==> images/layer_met1.png <==
Supply wires on this layer in gray.
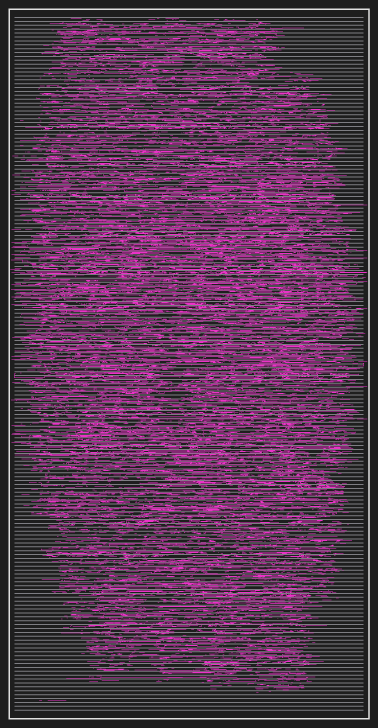
==> images/clocks.png <==
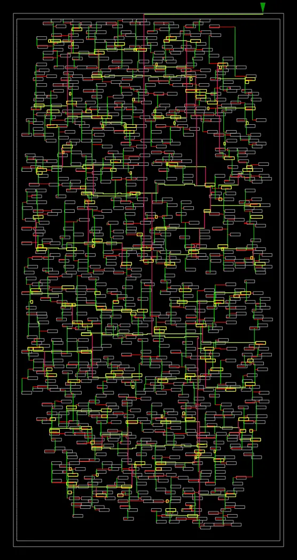
**src/rtl/riscv_pkg.sv**
```systemverilog
// Shared RISC-V core widths and register-file types.
package riscv_pkg;

    localparam int unsigned XLEN           = 32;
    localparam int unsigned NUM_REGS       = 32;
    localparam int unsigned REG_ADDR_WIDTH = 5;
    localparam int unsigned ADDR_W         = REG_ADDR_WIDTH;

    typedef logic [REG_ADDR_WIDTH-1:0] reg_addr_t;
    typedef logic [XLEN-1:0]           reg_data_t;

    // x0 is architecturally hardwired to zero and has no storage.
    function automatic logic is_x0(input reg_addr_t addr);
        return addr == reg_addr_t'(0);
    endfunction

endpackage

```
**src/rtl/register_file_if.sv**
```systemverilog
// Decode/writeback connection to the integer register file.
interface register_file_if;
    import riscv_pkg::*;

    logic      clk;
    logic      rst_n;
    reg_addr_t rs1_addr;
    reg_addr_t rs2_addr;
    reg_addr_t rd_addr;
    reg_data_t data_in;
    logic      write_en;
    reg_data_t data_out_rs1;
    reg_data_t data_out_rs2;

    modport register_file (
        input  clk, rst_n, rs1_addr, rs2_addr, rd_addr, data_in, write_en,
        output data_out_rs1, data_out_rs2
    );

    modport driver (
        output clk, rst_n, rs1_addr, rs2_addr, rd_addr, data_in, write_en,
        input  data_out_rs1, data_out_rs2
    );

    modport monitor (
        input clk, rst_n, rs1_addr, rs2_addr, rd_addr, data_in, write_en,
        input data_out_rs1, data_out_rs2
    );

endinterface

```
**src/rtl/register_file.sv**
```systemverilog
// 32 x XLEN integer register file: two combinational read ports, one
// synchronous write port, x0 reads as zero, optional write-through bypass.
module register_file
    import riscv_pkg::*;
#(
    parameter bit WR_BYPASS = 1'b1
) (
    register_file_if.register_file rf_if
);

    reg_data_t regs [1:NUM_REGS-1];

    always_ff @(posedge rf_if.clk or negedge rf_if.rst_n) begin
        if (!rf_if.rst_n) begin
            for (int i = 1; i < int'(NUM_REGS); i++) begin
                regs[i] <= '0;
            end
        end else if (rf_if.write_en && !is_x0(rf_if.rd_addr)) begin
            regs[rf_if.rd_addr] <= rf_if.data_in;
        end
    end

    // Shared by both read ports; bypass is gated by rst_n so reset reads stay zero.
    function automatic reg_data_t read_mux(
        input reg_addr_t addr,
        input reg_data_t stored,
        input logic      rst_n,
        input logic      wen,
        input reg_addr_t waddr,
        input reg_data_t wdata
    );
        reg_data_t val;
        val = '0;
        if (!is_x0(addr)) begin
            val = stored;
            if (WR_BYPASS && rst_n && wen && (waddr == addr)) begin
                val = wdata;
            end
        end
        return val;
    endfunction

    reg_data_t rs1_stored;
    reg_data_t rs2_stored;

    // The x0 lookup is masked inside read_mux, so the index is only valid when used.
    always_comb begin
        rs1_stored = '0;
        rs2_stored = '0;
        if (!is_x0(rf_if.rs1_addr)) rs1_stored = regs[rf_if.rs1_addr];
        if (!is_x0(rf_if.rs2_addr)) rs2_stored = regs[rf_if.rs2_addr];
    end

    always_comb begin
        rf_if.data_out_rs1 = read_mux(rf_if.rs1_addr, rs1_stored, rf_if.rst_n,
                                      rf_if.write_en, rf_if.rd_addr, rf_if.data_in);
        rf_if.data_out_rs2 = read_mux(rf_if.rs2_addr, rs2_stored, rf_if.rst_n,
                                      rf_if.write_en, rf_if.rd_addr, rf_if.data_in);
    end

endmodule

```
**src/flat_wrapper.sv**
```systemverilog
// flat-port wrapper written by rule: the top's interface ports become plain ports
module register_file_flat import riscv_pkg::*;
#(
    parameter bit WR_BYPASS = 1'b1
)
  (rf_if_clk, rf_if_rst_n, rf_if_rs1_addr, rf_if_rs2_addr, rf_if_rd_addr, rf_if_data_in, rf_if_write_en, rf_if_data_out_rs1, rf_if_data_out_rs2);
  register_file_if rf_if_i ();
  input wire logic [$bits(rf_if_i.clk)-1:0] rf_if_clk;
  input wire logic [$bits(rf_if_i.rst_n)-1:0] rf_if_rst_n;
  input wire logic [$bits(rf_if_i.rs1_addr)-1:0] rf_if_rs1_addr;
  input wire logic [$bits(rf_if_i.rs2_addr)-1:0] rf_if_rs2_addr;
  input wire logic [$bits(rf_if_i.rd_addr)-1:0] rf_if_rd_addr;
  input wire logic [$bits(rf_if_i.data_in)-1:0] rf_if_data_in;
  input wire logic [$bits(rf_if_i.write_en)-1:0] rf_if_write_en;
  output wire logic [$bits(rf_if_i.data_out_rs1)-1:0] rf_if_data_out_rs1;
  output wire logic [$bits(rf_if_i.data_out_rs2)-1:0] rf_if_data_out_rs2;
  assign rf_if_i.clk = rf_if_clk;
  assign rf_if_i.rst_n = rf_if_rst_n;
  assign rf_if_i.rs1_addr = rf_if_rs1_addr;
  assign rf_if_i.rs2_addr = rf_if_rs2_addr;
  assign rf_if_i.rd_addr = rf_if_rd_addr;
  assign rf_if_i.data_in = rf_if_data_in;
  assign rf_if_i.write_en = rf_if_write_en;
  assign rf_if_data_out_rs1 = rf_if_i.data_out_rs1;
  assign rf_if_data_out_rs2 = rf_if_i.data_out_rs2;
  register_file #(.WR_BYPASS(WR_BYPASS)) u_core (.rf_if(rf_if_i));
endmodule
```
**config.mk**
```make
export PLATFORM = sky130hd
export DESIGN_NAME = register_file_flat
export DESIGN_NICKNAME = d
export VERILOG_FILES = /design/src/rtl/riscv_pkg.sv /design/src/rtl/register_file_if.sv /design/src/rtl/register_file.sv /design/src/flat_wrapper.sv
export SDC_FILE = /design/constraint.sdc
export NUM_CORES = 2
export LEC_CHECK = 0
export ABC_AREA = 0
export CAP_MARGIN = 10
export CORE_ASPECT_RATIO = 2
export CORE_MARGIN = 3
export CORE_UTILIZATION = 45
export DETAILED_ROUTE_END_ITERATION = 8
export SLEW_MARGIN = 25
export SYNTH_ARGS = -nofsm -noshare
export SYNTH_HDL_FRONTEND = slang
export SYNTH_SLANG_ARGS = --single-unit
export TNS_END_PERCENT = 10
```
**constraint.sdc**
```tcl
create_clock -name rf_if_clk -period 8.77 [get_ports rf_if_clk]
set_clock_uncertainty 0.15 [all_clocks]
set_input_delay 1.754 -clock rf_if_clk [delete_from_list [all_inputs] [get_ports rf_if_clk]]
set_output_delay 1.754 -clock rf_if_clk [all_outputs]
set_load 0.01 [all_outputs]
```
==> impl_metrics.json <==
{
  "ys_sh_mux_pct": 41.6,
  "status": "completed",
  "hold_class": "flop to flop",
  "regMostFlops": "u_core.regs",
  "synthSimpleGateAreaFrac_pct": 3.26,
  "gr-max-usage-layer": "met2",
  "crit_path_cell_trace": "clkdlybuf4s50_1, buf_4, nor2b_4, a22oi_1, nand3_1, nor2_1, nor4_1, clkdlybuf4s50_1",
  "switching_share_pct": 29.4,
  "grt_use_met2_pct": 54.5,
  "initial_utilization_pct": 45.6,
  "grt_use_met3_pct": 6.00,
  "final_common_cell": "mux2_2",
  "final_antenna_net_count": 0,
  "cp-end-kind": "output port",
  "hold_violations": 0,
  "drv_slew": 0,
  "die_w_um": 250,
  "synth_async_sr_flop_share_pct": 100,
  "grt_max_degree": 146,
  "peakVddDrop_mv": 0.187,
  "ys_types": 57,
  "top_cells_by_count": "1,052 x mux2_2, 992 x dfrtp_1, 396 x mux4_2",
  "largest_register_ff_count": 992,
  "place_ws_ps": 1050,
  "nets": 3735,
  "cts_tree": "built",
  "max_stage_delay_ps": 1000,
  "ctsHoldBuffers": 0,
  "synthTopLogicFamily": "multiplexers",
  "coreArea_mm2": 0.118,
  "grt_util_all_layers_pct": 32.7,
  "path_clk_slew_ps": 70,
  "pg_seq_w": 0.00615,
  "avgSynthCellArea_um2": 14.4,
  "dpl.hpwl_um": 130000,
  "xor_share_pct": 0.163,
  "yosys.area_share.aoi_pct": 5.20,
  "tns_ps": 0,
  "dr.pass1.iters": 5,
  "warning_count": 34,
  "hold-path-cell-count": 1,
  "top_cells_by_area": "dfrtp_1 46%, mux2_2 22%, mux4_2 17%",
  "setup_violations": 0,
  "syn_inst": 3733,
  "fp_nets": 3783,
  "relSlewSlack_pct": 19.3,
  "crit_top_cell": "clkdlybuf4s50_1",
  "setup.worst_path.class": "input port to output port",
  "p_switching_w": 0.00401,
  "r2r_slack_ps": 7790,
  "crit_family": "buffers and inverters",
  "fa_ha_area_share_pct": 0,
  "fmax_mhz": 128,
  "synth_top_cell_by_count": "mux2_2",
  "clk_path_buf_depth": 3,
  "root_buffer": "clkbuf_16",
  "numSynthFlops": 992,
  "crit_end": "rf_if_data_out_rs2[21]",
  "ctsResizeCount": 0,
  "yosysSeqAreaShare_pct": 46.2,
  "ios": 114,
  "gp_congestion": 0.901,
  "grt_setup_unrepaired": "no",
  "worstHoldStart": "u_core.regs[395]$_DFFE_PN0P_",
  "wl_per_cell_um": 38.4,
  "crit_arrival_ps": 5920,
  "reg_top3": "u_core.regs x992",
  "antenna_found_initial": 8,
  "start_kind": "input port",
  "slowest_stage": "clkdlybuf4s50_1",
  "yosys.area.top_type": "dfrtp_1",
  "die_y_um": 495,
  "syn2layout_area_growth_pct": 11.1,
  "p_comb_share_pct": 22.9,
  "p_seq_share_pct": 45.1,
  "fin_hold_ws_ps": 363,
  "avgViaCountPerCell": 6.95,
  "final_util_pct": 50.6,
  "grt_overflow": 0,
  "ys.flop_type": "dfrtp_1",
  "grt_pass1_wl_um": 288000,
  "layout_setup_ws_ps": 944,
  "required_ps": 6870,
  "die-area_mm2": 0.124,
  "post_route_cells_drive_above_1_share_pct": 48.9,
  "pwr.group.combinational_w": 0.00312,
  "ys_cells": 3733,
  "powerDensity_mw_per_mm2": 228,
  "post_cts_buffers": 0,
  "tightest_slew_ps": 1200,
  "crit_path_max_fanout": 17,
  "pwr-share-clk_pct": 32.0,
  "htreeDepth": 3,
  "top_power_group": "sequential cells",
  "path_buffers": 3,
  "io_buffer_count": 113,
  "synth_area_mm2": 0.0538,
  "min_to": "u_core.regs[395]$_DFFE_PN0P_",
  "drc": 0,
  "rr_worst_depth": 1,
  "most-common-layout-cells": "1,052 x mux2_2, 992 x dfrtp_1, 396 x mux4_2, 146 x buf_4, 139 x mux2i_1",
  "cp_num_cells": 8,
  "clk_latency_ps": 710,
  "internal-power_w": 0.00964,
  "yosysChipArea_mm2": 0.0538,
  "fin_crit_ps": 7830,
  "grt_pass1_vias": 38100,
  "drv_cap": 0,
  "startpoint": "rf_if_rs2_addr[4]",
  "drt-initial-drc-count": 3746,
  "r2r_end": "u_core.regs[358]$_DFFE_PN0P_",
  "power_leakage_nw": 25.4,
  "worstReg2RegStart": "u_core.regs[358]$_DFFE_PN0P_",
  "fin_crit_sh_pct": 89.2,
  "top_area_share_pct": 46.2,
  "num_rows": 178,
  "edf_count": 0,
  "ys_warn_count": 0
}
Back to the opening pictures, layer_met1.png:
The wires run mostly horizontal. 3,492 nets have wire on it. The layer holds 35% of the routed length.
routed via count: 36,800
GR met1 Demand/Resource: 38.2%
Detailed Route WL: 203,000 µm

Back to the opening pictures, clocks.png:
clock sinks: 992
Num CTS Buffers: 94
clock buffer count: 134
flip-flops: 992
Clock Power: 0.00437 W

metrics by stage:
stage	cell area, µm²	total power, W	cells
floorplan	53800	0.00809	3733
finish	59700	0.0136	5295
global route	59700	0.0141	5290
CTS	59700	0.0137	5289
global placement	56400	0.00923	5117
detailed placement	56500	0.00932	5119
final cells by class:
class                           instances  area, µm²
Tap cell                             1530       1910
Multi-Input combinational cell       2322      27200
Clock buffer                          134       2800
Timing Repair Buffer                  273       2520
Antenna cell                            6       15.0
Fill cell                           10100      58300
Inverter                                2       7.51
Clock inverter                         36        414
Sequential cell                       992      24800
metal layers:
layer | share of wire [%] | wire length (µm) | vias to the layer above
li1 | - | - | 14300
met2 | 49 | 99700 | 1873
met4 | 8.6 | 17400 | 0
met3 | 7.1 | 14400 | 643
met1 | 35 | 71700 | 19900
met5 | 0 | 0 | -
Power is estimated from default activity; no workload was simulated.
